--- src/rtl/vector_loader.sv ---
// Assembles four consecutive lane words into one vector and holds it until the consumer takes it.
// Two-state FSM: FILL collects lanes in ascending order, FULL presents the vector.
module vector_loader #(
  parameter int WIDTH = 32
) (
  input  logic             clk,
  input  logic             rst,
  input  logic [WIDTH-1:0] word_in,
  input  logic             word_valid,
  output logic             word_ready,
  input  logic             flush,
  output logic             vec_valid,
  input  logic             vec_ready,
  output logic [WIDTH-1:0] data_out1,
  output logic [WIDTH-1:0] data_out2,
  output logic [WIDTH-1:0] data_out3,
  output logic [WIDTH-1:0] data_out4,
  output logic [2:0]       lane_count
);

  typedef enum logic {
    FILL = 1'b0,
    FULL = 1'b1
  } state_t;

  state_t state_r;
  logic   accept_s;
  logic   release_s;
  logic   last_lane_s;

  // Handshake decode: a flush in the same cycle discards the presented word.
  always_comb begin
    accept_s    = 1'b0;
    release_s   = 1'b0;
    last_lane_s = 1'b0;
    if (state_r == FILL) begin
      accept_s    = word_valid && word_ready && !flush;
      last_lane_s = (lane_count == 3'd3);
    end else begin
      release_s   = vec_valid && vec_ready;
    end
  end

  // FSM, lane registers and all registered outputs.
  always_ff @(posedge clk) begin
    if (rst) begin
      state_r    <= FILL;
      lane_count <= 3'd0;
      vec_valid  <= 1'b0;
      word_ready <= 1'b1;
      data_out1  <= '0;
      data_out2  <= '0;
      data_out3  <= '0;
      data_out4  <= '0;
    end else begin
      case (state_r)
        FILL: begin
          if (flush) begin
            lane_count <= 3'd0;
          end else if (accept_s) begin
            case (lane_count)
              3'd0:    data_out1 <= word_in;
              3'd1:    data_out2 <= word_in;
              3'd2:    data_out3 <= word_in;
              3'd3:    data_out4 <= word_in;
              default: data_out4 <= data_out4;
            endcase
            lane_count <= lane_count + 3'd1;
            if (last_lane_s) begin
              state_r    <= FULL;
              vec_valid  <= 1'b1;
              word_ready <= 1'b0;
            end
          end
        end
        FULL: begin
          // Only the consumer can release a presented vector; lane data stays put.
          if (release_s) begin
            state_r    <= FILL;
            lane_count <= 3'd0;
            vec_valid  <= 1'b0;
            word_ready <= 1'b1;
          end
        end
        default: begin
          state_r    <= FILL;
          lane_count <= 3'd0;
          vec_valid  <= 1'b0;
          word_ready <= 1'b1;
        end
      endcase
    end
  end

endmodule
--- config.mk ---
export PLATFORM = sky130hd
export DESIGN_NAME = vector_loader
export DESIGN_NICKNAME = d
export VERILOG_FILES = /design/src/rtl/vector_loader.sv
export SDC_FILE = /design/constraint.sdc
export NUM_CORES = 1
export LEC_CHECK = 0
export ABC_AREA = 1
export CAP_MARGIN = 15
export CORE_UTILIZATION = 53
export CTS_CLUSTER_DIAMETER = 150
export CTS_CLUSTER_SIZE = 24
export DETAILED_ROUTE_END_ITERATION = 10
export PLACE_DENSITY_LB_ADDON = 0.08
export SLEW_MARGIN = 10
export SYNTH_ARGS = -nofsm -noshare
export SYNTH_HDL_FRONTEND = slang
export SYNTH_SLANG_ARGS = --single-unit
export TNS_END_PERCENT = 5
--- constraint.sdc ---
create_clock -name clk -period 4.1 [get_ports clk]
set_input_delay 1.23 -clock clk [delete_from_list [all_inputs] [get_ports clk]]
set_output_delay 1.23 -clock clk [all_outputs]
set_load 0.005 [all_outputs]
Fig. 1: run 1, cells colored by class
Scale bar: 20 um.
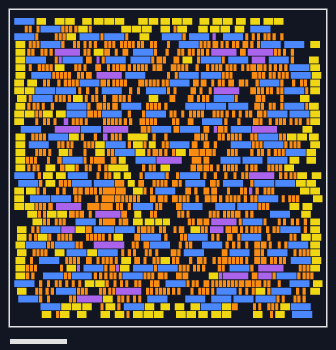
orange -> remaining logic cells  # cells 815
purple -> clock drivers and dummy loads  # cells 32
yellow -> remaining buffers and delay cells  # cells 179
blue -> registers  # cells 134
summed area of non-filler cells in the final layout: 8600 um2
Final Util: 74.4%
Core Rows: 39

Fig. 2: run 1, clock wires, drivers and flops
Scale bar: 20 um.
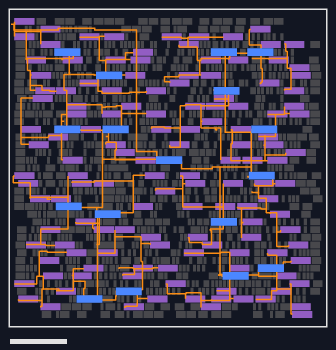
blue -> clock-net drivers  # count 17
purple -> flip-flops  # count 134
orange -> clock wires  # length 1620 um
routed clock nets = 18
flops lie = widely spread
Clk power: 0.00142 W
clock latency on the worst-skew pair: 0.42 ns

==> notes.md, run 1 <==
Reports from this run.

- The number of warning messages in the yosys log reads 0.
- The power density over the cells is around 370 nW/um2.
- The flip-flop and latch count after synthesis is 134.
- The number of sinks handled by clock tree synthesis reads ~130.
- The largest fanout of any net on the critical path is 32.
- The total number of cells along the worst setup path reads 7.
- The total negative slack for setup checks is 0 ns.
- The number of clock-tree buffers in the layout reads 29.
- The endpoint of the worst-slack reg-to-reg timing path reads data_out1[18].
- The launching point of the worst reg2reg path is lane_count[0].
- The ratio of cells with drive above 1 in the final layout is 4.48%.
- The area growth from synthesis to layout is 35.4%.
- The number of distinct library cell variants in the gate-level netlist after synthesis reads 16.
- The post-synthesis share of cell area spent on and-or and or-and gates is less than 1%.
- Setup slack on the worst reg-to-reg path comes out at 1.91 ns.
- The H-tree depth reads 4.
- The number of pins exceeding their max-slew limit in the final report reads 0.
- The multi-input gate area in the final layout reads 2390 um2.
- The via count of the first global-routing pass reads 5331.
- Across the whole layout, storage elements account for 2680 um2.
- The length of routed met3 wiring reads 1530 um.
- The proportion of cell area occupied by registers reads between 30% and 40%.
- For this run, the total global-route usage over all layers was measured as 26.7%.
- The flow ran to the end, but the final reports show violations.
- The library cell contributing the largest single delay on the critical path reads nand3_2.
- The number of maximum-capacitance violations is 0.
- The area of the mapped netlist is around 6300 um2.
- Per the synthesis report, the simple-gate share of the synthesized area is 36.3%.
- Hold analysis shows the worst path with a depth of 4.
- The post-synthesis mux area share reads 0%.
- The routed layout reports a DRC error count of 10.
- The top-level port count is 170.
- The launch point of the critical path was reported as word_valid.
- The leakage dissipation reads 4.25 nW.
- The floorplan die area is 12400 um2.
- The average instance area after synthesis is 6.29 um2.
- Per STA, the worst path is made up of clkdlybuf4s50_1 > nand2_1 > inv_2 > nand3_2 > nand2_1 > inv_1 > nor2_1.
- The final reports fail on DRC.
- The met2 wirelength from detailed routing reads roughly 6800 um.
- The leading cell type by number of instances after synthesis is nand2_1.
- The detail-routed via count per cell is 4.67.
- The cell at the root of the clock tree reads clkbuf_16.
- In this run the remaining antenna-violating nets after routing total 0.
- STA classifies the critical path startpoint as an input pin.
- The cell type with the largest total area after synthesis reads dfxtp_1.
- Of the post-synthesis cell area, the dominant cell type holds 42.2%.
Fig. 3: run 1, cell placement
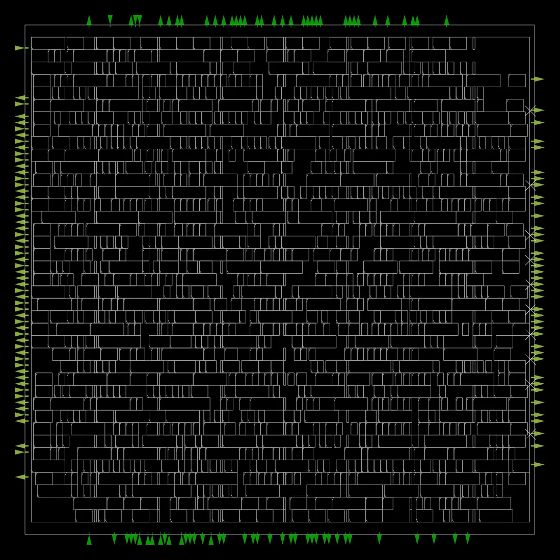
number of cells in the finished layout apart from fillers: 1303
well-tap cell count: 143

run 1: layout by cell type, fill, tap and decap left out, drive strengths merged, types with 2 or more instances in the layout:
master,Yosys,final
nand4,96,96
buf,42,10
inv,267,267
a21oi,4,4
ha,5,5
clkbuf,18,29
clkdlybuf4s50,0,169
dfxtp,134,134
nor2,167,167
nand3,8,8
clkinv,0,2
nand2,268,268
run 1: through the flow:
stage	hold WS, ns	std cells	util, %	instance area (um2)	total power, W
floorplan	0.481	1009	-	6350	0.00158
global placement	0.490	1271	69.6	8050	0.00174
detailed placement	0.495	1271	69.6	8050	0.00174
CTS	0.506	1303	74.4	8600	0.00316
global route	0.526	1303	74.4	8600	0.00326
finish	0.504	1303	74.4	8600	0.00315
run 1: worst max path at each step:
stage	to	slack [ns]
2_1_floorplan	data_out2[10]	1.97
3_3_place_gp	data_out2[30]	0.88
3_5_place_dp	data_out3[15]	0.86
4_1_cts	data_out2[20]	1.29
5_1_grt	data_out1[11]	1.05
6_report	data_out2[20]	1.28
run 1: worst min-delay path, stage by stage, from the launching register on:
cell and delay [ns]:
dfxtp_1 0.30, inv_1 0.04, nand2_1 0.04, inv_1 0.04, nor2_1 0.03
run 1: power breakdown:
| part | switching [W] | internal, W | leakage (nW) |
|---|---|---|---|
| clock | 0.000526 | 0.000897 | 0.270 |
| sequential | 0.0000224 | 0.00134 | 1.09 |
| combinational | 0.000202 | 0.000157 | 2.90 |
run 1: layer usage:
metal / vias up / track usage (%)
met2: 222 / 38.3
li1: 3217 / -
met4: 0 / 9.64
met5: - / 0
met1: 2620 / 38.1
met3: 20 / 7.73
run 1: logic make-up after synthesis:
kind of cell | after synthesis
compound gates | 4
buf+inv | 327
flops | 134
simple gates | 539
fa+ha+maj | 5
Fig. 4: run 1, M2 wires
Cells faint in the background.
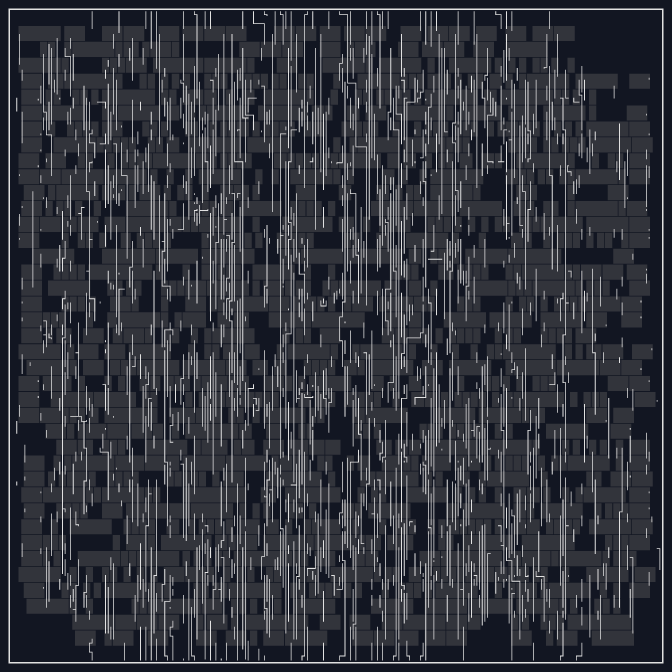

==> run 2: changes to the inputs <==
--- a/config.mk
+++ b/config.mk
@@ -7,7 +7,7 @@
 export LEC_CHECK = 0
 export ABC_AREA = 1
 export CAP_MARGIN = 15
-export CORE_UTILIZATION = 53
+export CORE_UTILIZATION = 44
 export CTS_CLUSTER_DIAMETER = 150
 export CTS_CLUSTER_SIZE = 24
 export DETAILED_ROUTE_END_ITERATION = 10
==> constraint.sdc (replaced) <==
create_clock -name clk -period 2.5 [get_ports clk]
set_input_delay 0.75 -clock clk [delete_from_list [all_inputs] [get_ports clk]]
set_output_delay 0.75 -clock clk [all_outputs]
set_load 0.005 [all_outputs]
Fig. 5: run 2, M2 wires
Cells faint in the background.
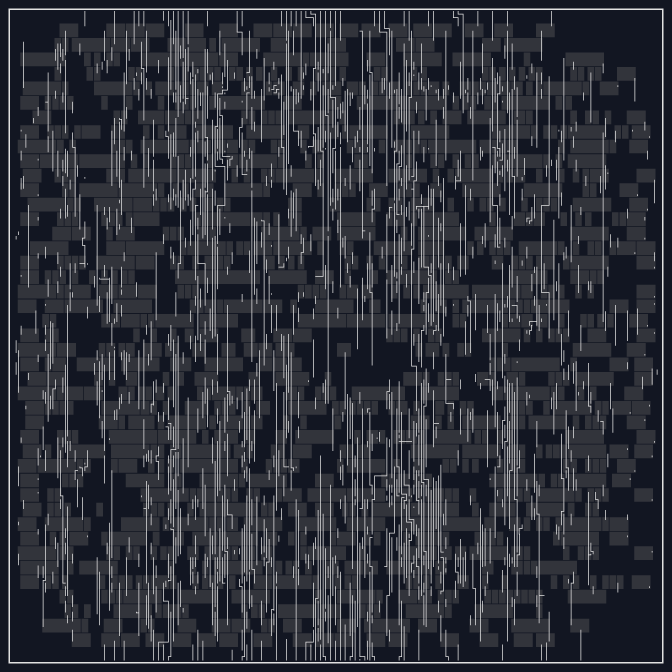
nets with wire on the layer = 785
main direction = vertical
longest straight run = 38.8 um
routed vias: 6042
total detailed-routing wirelength: 16700 um
met2 routing resource usage after global routing: 32.7%

Fig. 6: run 2, clock wires, drivers and flops
Scale bar: 20 um.
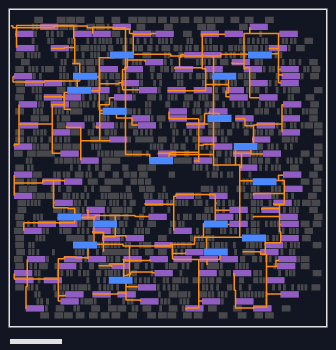
orange -> clock wires  # length 1680 um
purple -> flip-flops  # count 134
blue -> clock-net drivers  # count 17
routed clock nets = 18

Fig. 7: run 2, cells colored by class
Scale bar: 20 um.
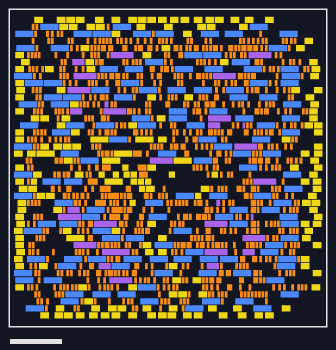
yellow -> remaining buffers and delay cells  # cells 191
orange -> remaining logic cells  # cells 815
blue -> registers  # cells 134
purple -> clock drivers and dummy loads  # cells 29
Final Util: 63.1%
area of the core region: 14000 um2

==> run 2 against run 1 <==
  * The flow now finishes without violations
  * Die area increased by 20%
  * Register-to-register slack got worse by 1.0 ns
  * Wire length increased by 2.9%
  * Core utilization decreased by 11 points
  * Setup slack got worse by 1.0 ns
  * Synthesized cell count unchanged
  * Sequential power increased by 65%
  * Final area increased by 2.7%
  * Critical path depth decreased by 6
  * Sequential share of layout area decreased by 0.82 points
  * Critical endpoint is now lane_count[2]
  * Largest cell class unchanged
==> notes.md, run 2 <==
Reports from this run.

- The flow ran to the end, and the final reports show no timing, DRC or antenna violations.
- The ratio of cells with drive above 1 in the final layout reads 5.73% (+1.2 points).
- The post-synthesis share of cell area spent on and-or and or-and gates reads 0.315% (unchanged).
- The post-synth tally of flip-flops with integrated enable is 0.
- The worst reg-to-reg setup slack reads 0.87 ns (-1.04 ns).
- The placed cell area is 8260 um2 (+2.6%).
- The top-level port count is 170 (unchanged).
- The number of sinks handled by clock tree synthesis is 134 (unchanged).
- The launching point of the worst reg2reg path is lane_count[0].
- The floorplan die area is 14900 um2 (+20%).
- The met1 demand-to-capacity share in global routing was 33.3% (-4.8 points).
- The leakage dissipation reads 4.35 nW (+2.4%).
- The met3 demand-to-capacity share in global routing is 7.68% (-0.052 points).
- The sort of element at the start of the critical path is a flop.
- The number of clock-tree buffers in the layout came to 26 (-10%).
- The cell count after synthesis reads 1009.
- The report puts the hold buffer count at CTS at 0.
- The library cell contributing the largest single delay on the critical path is clkdlybuf4s50_1.
- The H-tree depth is 4 (unchanged).
- The post-synthesis mux area share is 0% (unchanged).
- By area, the combinational part of the netlist is dominated by simple AND/OR/NAND/NOR gates.
- The path with the worst hold slack has its endpoint at data_out1[9].
- The via count of the first global-routing pass is 5193 (-2.6%).
- The proportion of cell area occupied by registers is 30.4% (-0.82 points).
- The number of cells traversed by the worst hold path reads 4 (unchanged).
- The count of nets after finishing is 1201.
- The final antenna-violating net count came to 0 (unchanged).
- The number of warning messages in the yosys log came to 0 (unchanged).
- The number of maximum-capacitance violations is 0 (unchanged).
- The insertion delay to the later sink of the worst-skew pair came to 0.42 ns (about the same).
- The multi-input gate area in the final layout reads 2390 um2 (unchanged).
- The filler-free cell count of the finished design is 1349 (+3.5%).
- The total negative slack for setup checks reads 0 ns (unchanged).
- The inserted tap cell count is 180 (+26%).
- The area of all placed cells without fillers came to 8830 um2 (+2.7%).
- The average instance area after synthesis is 6.29 um2 (unchanged).
- Traced cell by cell, the critical path runs through clkdlybuf4s50_1.
- The number of distinct library cell variants in the gate-level netlist after synthesis was 16 (unchanged).
- The busiest metal layer after global routing reads met1.
- The final routed DRC violation total is 0 (-10).
- The time the worst path needs with I/O delays and setup is 2.22 ns.
- The largest fanout of any net on the critical path is 6 (-81%).
- The cell at the root of the clock tree reads clkbuf_16.
- The longest individual stage delay on the worst path is 0.57 ns.
- The overall power of the completed layout reads 0.00524 W (+67%).
- The number of cells after detailed placement is 1320 (+3.9%).
- The fraction of synthesized cell area taken by the top area cell type is 42.2% (unchanged).
- The area of the mapped netlist was 6350 um2 (unchanged).
- The area growth from synthesis to layout is 39.1%.
- The row count came to 43 (+10%).
- The first-pass GRT wire length is 26300 um.
- In the layout the commonest cells are 268 x nand2_1, 257 x inv_1, 169 x clkdlybuf4s50_1.
- The peak clock frequency supported by timing is 0.450 GHz.
- The total routing resource utilization after global routing is 23.2% (-3.6 points).
- The cell type with the largest total area after synthesis reads dfxtp_1.
- The endpoint of the worst-slack reg-to-reg timing path is data_out1[22].
- The detail-routed via count per cell is 4.48 (-4.0%).
- The leading cell type by number of instances after synthesis reads nand2_1.
- The number of pins exceeding their max-slew limit in the final report reads 0 (unchanged).
- Counting only logic cells after layout, the most numerous master is nand2_1.
- The power density over the cells is 594 nW/um2 (+62%).
- The top cell family by delay on the critical path reads buffers and inverters.
- The pre-placement core utilization is between 40% and 50%.
- The sequential cell area was 2680 um2 (unchanged).
- The flip-flop and latch count after synthesis reads 134 (unchanged).
- The area fraction in and, or, nand and nor cells is 36.3% (unchanged).
[run 2: how the worst max path moves through the flow]
stage / from / end / slack, ns / cells after the start
after global placement: word_valid / data_out3[7] / 0.19 / 7
final: lane_count[2] / lane_count[2] / 0.28 / 1
after detailed placement: word_valid / data_out1[9] / 0.19 / 7
after global routing: lane_count[2] / lane_count[2] / 0.25 / 1
after CTS: lane_count[2] / lane_count[2] / 0.28 / 1
after floorplan: word_valid / data_out2[10] / 0.85 / 7
[run 2: routing by layer]
| layer | part of all wire [%] | vias up | routed length [um] |
|---|---|---|---|
| met5 | 0 | - | 0 |
| met4 | 0.97 | 0 | 163 |
| met3 | 8.8 | 17 | 1470 |
| met2 | 41 | 188 | 6930 |
| met1 | 49 | 2610 | 8170 |
| li1 | - | 3227 | - |
[run 2: report_power, final]
part	leakage (nW)	total, W	internal [W]	switching, W
Sequential	1.09	0.00224	0.00220	0.0000361
Clock	0.284	0.00240	0.00153	0.000867
Combinational	2.98	0.000609	0.000275	0.000335
Total	4.35	0.00524	0.00401	0.00124
[run 2: stage by stage]
| stage | hold slack (ns) | setup WS [ns] |
|---|---|---|
| 2_1_floorplan | 0.481 | 0.845 |
| 3_3_place_gp | 0.494 | 0.192 |
| 3_5_place_dp | 0.497 | 0.190 |
| 4_1_cts | 0.508 | 0.280 |
| 5_1_grt | 0.536 | 0.250 |
| 6_report | 0.505 | 0.278 |
[run 2: logic make-up after synthesis]
| family | count (synthesis) |
|---|---|
| AND-OR/OR-AND | 4 |
| adder cells (fa/ha/maj) | 5 |
| buffers and inverters | 327 |
| flip-flops | 134 |
| AND/OR/NAND/NOR | 539 |
==> run 3: changes to the inputs <==
--- a/config.mk
+++ b/config.mk
@@ -6,13 +6,12 @@
 export NUM_CORES = 1
 export LEC_CHECK = 0
 export ABC_AREA = 1
-export CAP_MARGIN = 15
+export CAP_MARGIN = 20
 export CORE_UTILIZATION = 44
 export CTS_CLUSTER_DIAMETER = 150
 export CTS_CLUSTER_SIZE = 24
 export DETAILED_ROUTE_END_ITERATION = 10
 export PLACE_DENSITY_LB_ADDON = 0.08
-export SLEW_MARGIN = 10
 export SYNTH_ARGS = -nofsm -noshare
 export SYNTH_HDL_FRONTEND = slang
 export SYNTH_SLANG_ARGS = --single-unit
Fig. 8: run 3, gate-type map
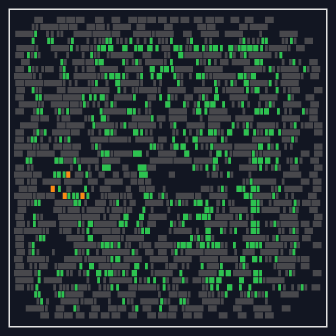
orange -> aoi and oai cells  # cells 4, most used a21oi_1, where west
green -> nand cells  # cells 372, most used nand2_1, where widely spread

Fig. 9: run 3, cells colored by class
Scale bar: 20 um.
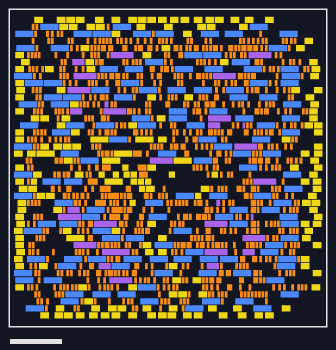
orange -> remaining logic cells  # cells 815
yellow -> remaining buffers and delay cells  # cells 191
blue -> registers  # cells 134
purple -> clock drivers and dummy loads  # cells 29
Core Rows: 43
summed area of non-filler cells in the final layout: 8830 um2
sequential share of cell area: 30.4%

==> run 3 against run 2 <==
  * Final area stayed put
  * Via count stayed put
  * Die area stayed put
  * Wire length stayed put
==> notes.md, run 3 <==
Reports from this run.

- The run finished with clean final reports.
- The endpoint of the worst-slack reg-to-reg timing path is data_out1[22].
- The number of warning messages in the yosys log is 0 (unchanged).
- The worst reg-to-reg setup slack is 0.87 ns (about the same).
- The number of cells after detailed placement is 1320 (unchanged).
- The power density over the cells was 594 nW/um2 (unchanged).
- The commonest cells after synthesis are 268 x nand2_1, 258 x inv_1, 163 x nor2_1.
- The insertion delay to the later sink of the worst-skew pair came to 0.42 ns (about the same).
- The worst-case hold slack reads 0.505 ns (unchanged).
- The first-pass GRT wire length was 26300 um (unchanged).
- The final antenna-violating net count is 0 (unchanged).
- The worst setup path is launched from a flop.
- The peak clock frequency supported by timing is 0.450 GHz (unchanged).
- Per the log, the first TritonRoute iteration ended with a DRC count of 446.
- The peak supply drop is 0.000384 V.
- The area growth from synthesis to layout is 39.1% (unchanged).
- Listed in order, past its start point the critical path passes clkdlybuf4s50_1.
- The time the worst path needs with I/O delays and setup was 2.22 ns (unchanged).
- The cts-stage hold buffer count is 0 (unchanged).
- The via count of the first global-routing pass is 5193 (unchanged).
- The top cell family by delay on the critical path reads buffers and inverters.
- The number of maximum-capacitance violations was 0 (unchanged).
- The longest individual stage delay on the worst path reads 0.57 ns (about the same).
- The number of sinks handled by clock tree synthesis came to 134 (unchanged).
- The floorplan die area came to 14900 um2 (unchanged).
- The detail-routed via count per cell reads 4.48 (unchanged).
- The final count of hold timing violations is 0.
- The slowest stage of the critical path is the clkdlybuf4s50_1 cell.
- The portion of total power attributed to the clock network reads 45.7% (about the same).
- The final weighted congestion in routability-driven placement reads approximately 0.83.
- The post-route clock period utilization reads 88.9%.
- The total number of cells along the worst setup path is 1 (unchanged).
- The cell count after synthesis was 1009 (unchanged).
- The most common library cell in the layout ignoring fill and taps is nand2_1.
- The utilization of the core after routing is 63.1% (unchanged).
- The total negative slack for setup checks is 0 ns (unchanged).
- The number of nets in the synthesized netlist is 1051.
- The final critical-path setup slack is 0.278 ns (unchanged).
- The H-tree depth came to 4 (unchanged).
- Of all cell types, the one taking the most synthesized area is dfxtp_1.
- The number of instances resized during post-cts repair is 0.
- The ratio of cells with drive above 1 in the final layout is 5.73% (unchanged).
- The cell at the root of the clock tree is clkbuf_16.
- The pre-CTS worst setup slack reads 0.190 ns (unchanged).
- The largest fanout of any net on the critical path reads 6 (unchanged).
- The flip-flop and latch count after synthesis was 134 (unchanged).
- The switching portion of total power is 23.6% (unchanged).
- The pre-placement core utilization reads 45.4% (unchanged).
- The number of pins exceeding their max-slew limit in the final report is 0 (unchanged).
- By area the synthesized netlist is led by dfxtp_1 42%, nand2_1 16%, inv_1 15%, nor2_1 9.6%, nand4_1 9.5%.
- The internal power reads 0.00401 W (unchanged).
- Data on the critical path is required at its endpoint by approximately 1.8 ns.
- The number of distinct library cell variants in the gate-level netlist after synthesis reads 16 (unchanged).
- The leakage dissipation came to 4.35 nW (unchanged).
- The filler-free cell count of the finished design reads 1349 (unchanged).
- The final wirelength reads 16700 um (unchanged).
- The area of the mapped netlist is 6350 um2 (unchanged).
- Summed over all layers, the global routing overflow is 0.
- The placeable core region came to 14000 um2 (unchanged).
- The switching power is 0.00124 W (unchanged).
- The sequential share of power is 42.6% (about the same).
- The post-synth tally of flip-flops with integrated enable came to 0 (unchanged).
- The library cells used most frequently in the layout, excluding fill and tap cells, are 268 x nand2_1, 257 x inv_1, 169 x clkdlybuf4s50_1.
- The combinational power share is 11.6% (about the same).
- The logic depth of the worst register-to-register path is 10.
- The end of the critical path is lane_count[2].
- According to the timing report, the critical path is launched from lane_count[2].
- The HPWL after detailed placement reads 11500 um.
- The fraction of synthesized cell area taken by the top area cell type reads 42.2% (unchanged).
- The actual transition at the worst max-transition pin is 0.554 ns.
- The top-level port count was 170 (unchanged).
- TritonCTS built the clock tree.
- The leading cell type by number of instances after synthesis reads nand2_1.
- The count of nets after finishing is 1201 (unchanged).
- The total number of vias was 6042 (unchanged).
- The average instance area after synthesis is 6.29 um2 (unchanged).
- The final routed DRC violation total reads 0 (unchanged).
- The launching point of the worst reg2reg path reads lane_count[0].
- The total routing resource utilization after global routing is 23.2% (unchanged).
Fig. 10: run 3, M2 wires
Cells faint in the background.
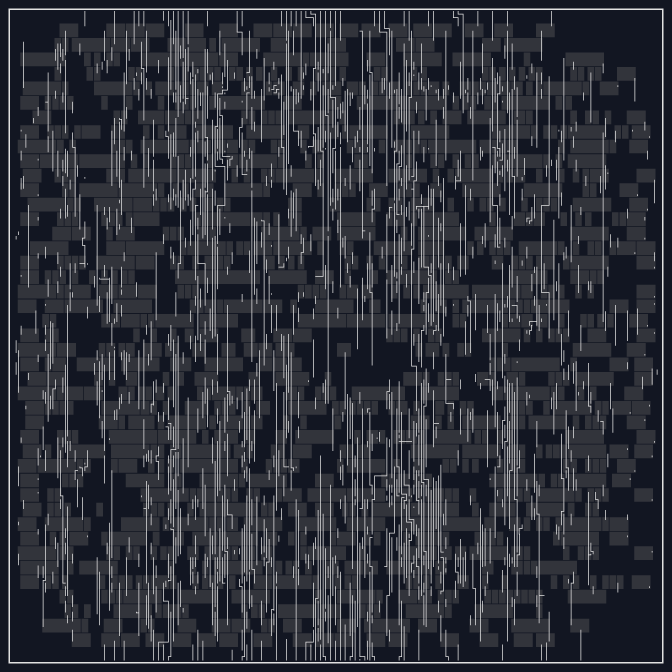
nets with wire on the layer = 785
main direction = vertical
wire length on this layer = 6930 um

run 3: cell counts in the layout (fill, tap and decap cells not counted):
Identical to the previous run, type by type.
run 3: layer usage:
layer | global-route usage [%] | up-vias | routed length, um
met5 | 0 | - | 0
met4 | 6.33 | 0 | 163
met3 | 7.68 | 17 | 1470
met2 | 32.7 | 188 | 6930
met1 | 33.3 | 2610 | 8170
li1 | - | 3227 | -
run 3: per-stage QoR:
step / power (W) / cell area [um2]
floorplan: 0.00259 / 6350
global placement: 0.00289 / 8260
detailed placement: 0.00289 / 8260
CTS: 0.00529 / 8830
global route: 0.00546 / 8830
finish: 0.00524 / 8830
run 3: layout make-up:
class / instances / area (um2)
well taps: 180 / 225
repair buffers: 191 / 1960
clock inverters: 3 / 40.0
multi-input cells: 548 / 2390
clock buffers: 26 / 529
fillers: 1332 / 5160
flip-flops and latches: 134 / 2680
inverters: 267 / 1010
run 3: power groups by stage:
stage	clock network (W)	registers, W	logic, W
5_1_grt	0.00254	0.00224	0.000681
4_1_cts	0.00244	0.00224	0.000610
3_3_place_gp	0	0.00228	0.000606
6_report	0.00240	0.00224	0.000609
3_5_place_dp	0	0.00228	0.000606
2_1_floorplan	0	0.00228	0.000311
run 3: cell families after synthesis:
kind of cell / after synthesis / share of synthesized area, %
compound gates: 4 / 0.315
fa+ha+maj: 5 / 0.985
buf+inv: 327 / 20.2
flops: 134 / 42.2
simple gates: 539 / 36.3
run 3: worst min path at each step:
stage	slack, ns	cells after the start	to
finish	0.51	4	data_out1[9]
global route	0.54	4	data_out3[27]
CTS	0.51	4	data_out1[9]
detailed placement	0.50	4	data_out2[23]
global placement	0.49	4	data_out2[18]
floorplan	0.48	2	vec_valid
Power figures rest on the tool's default switching activity, not on a simulated workload.
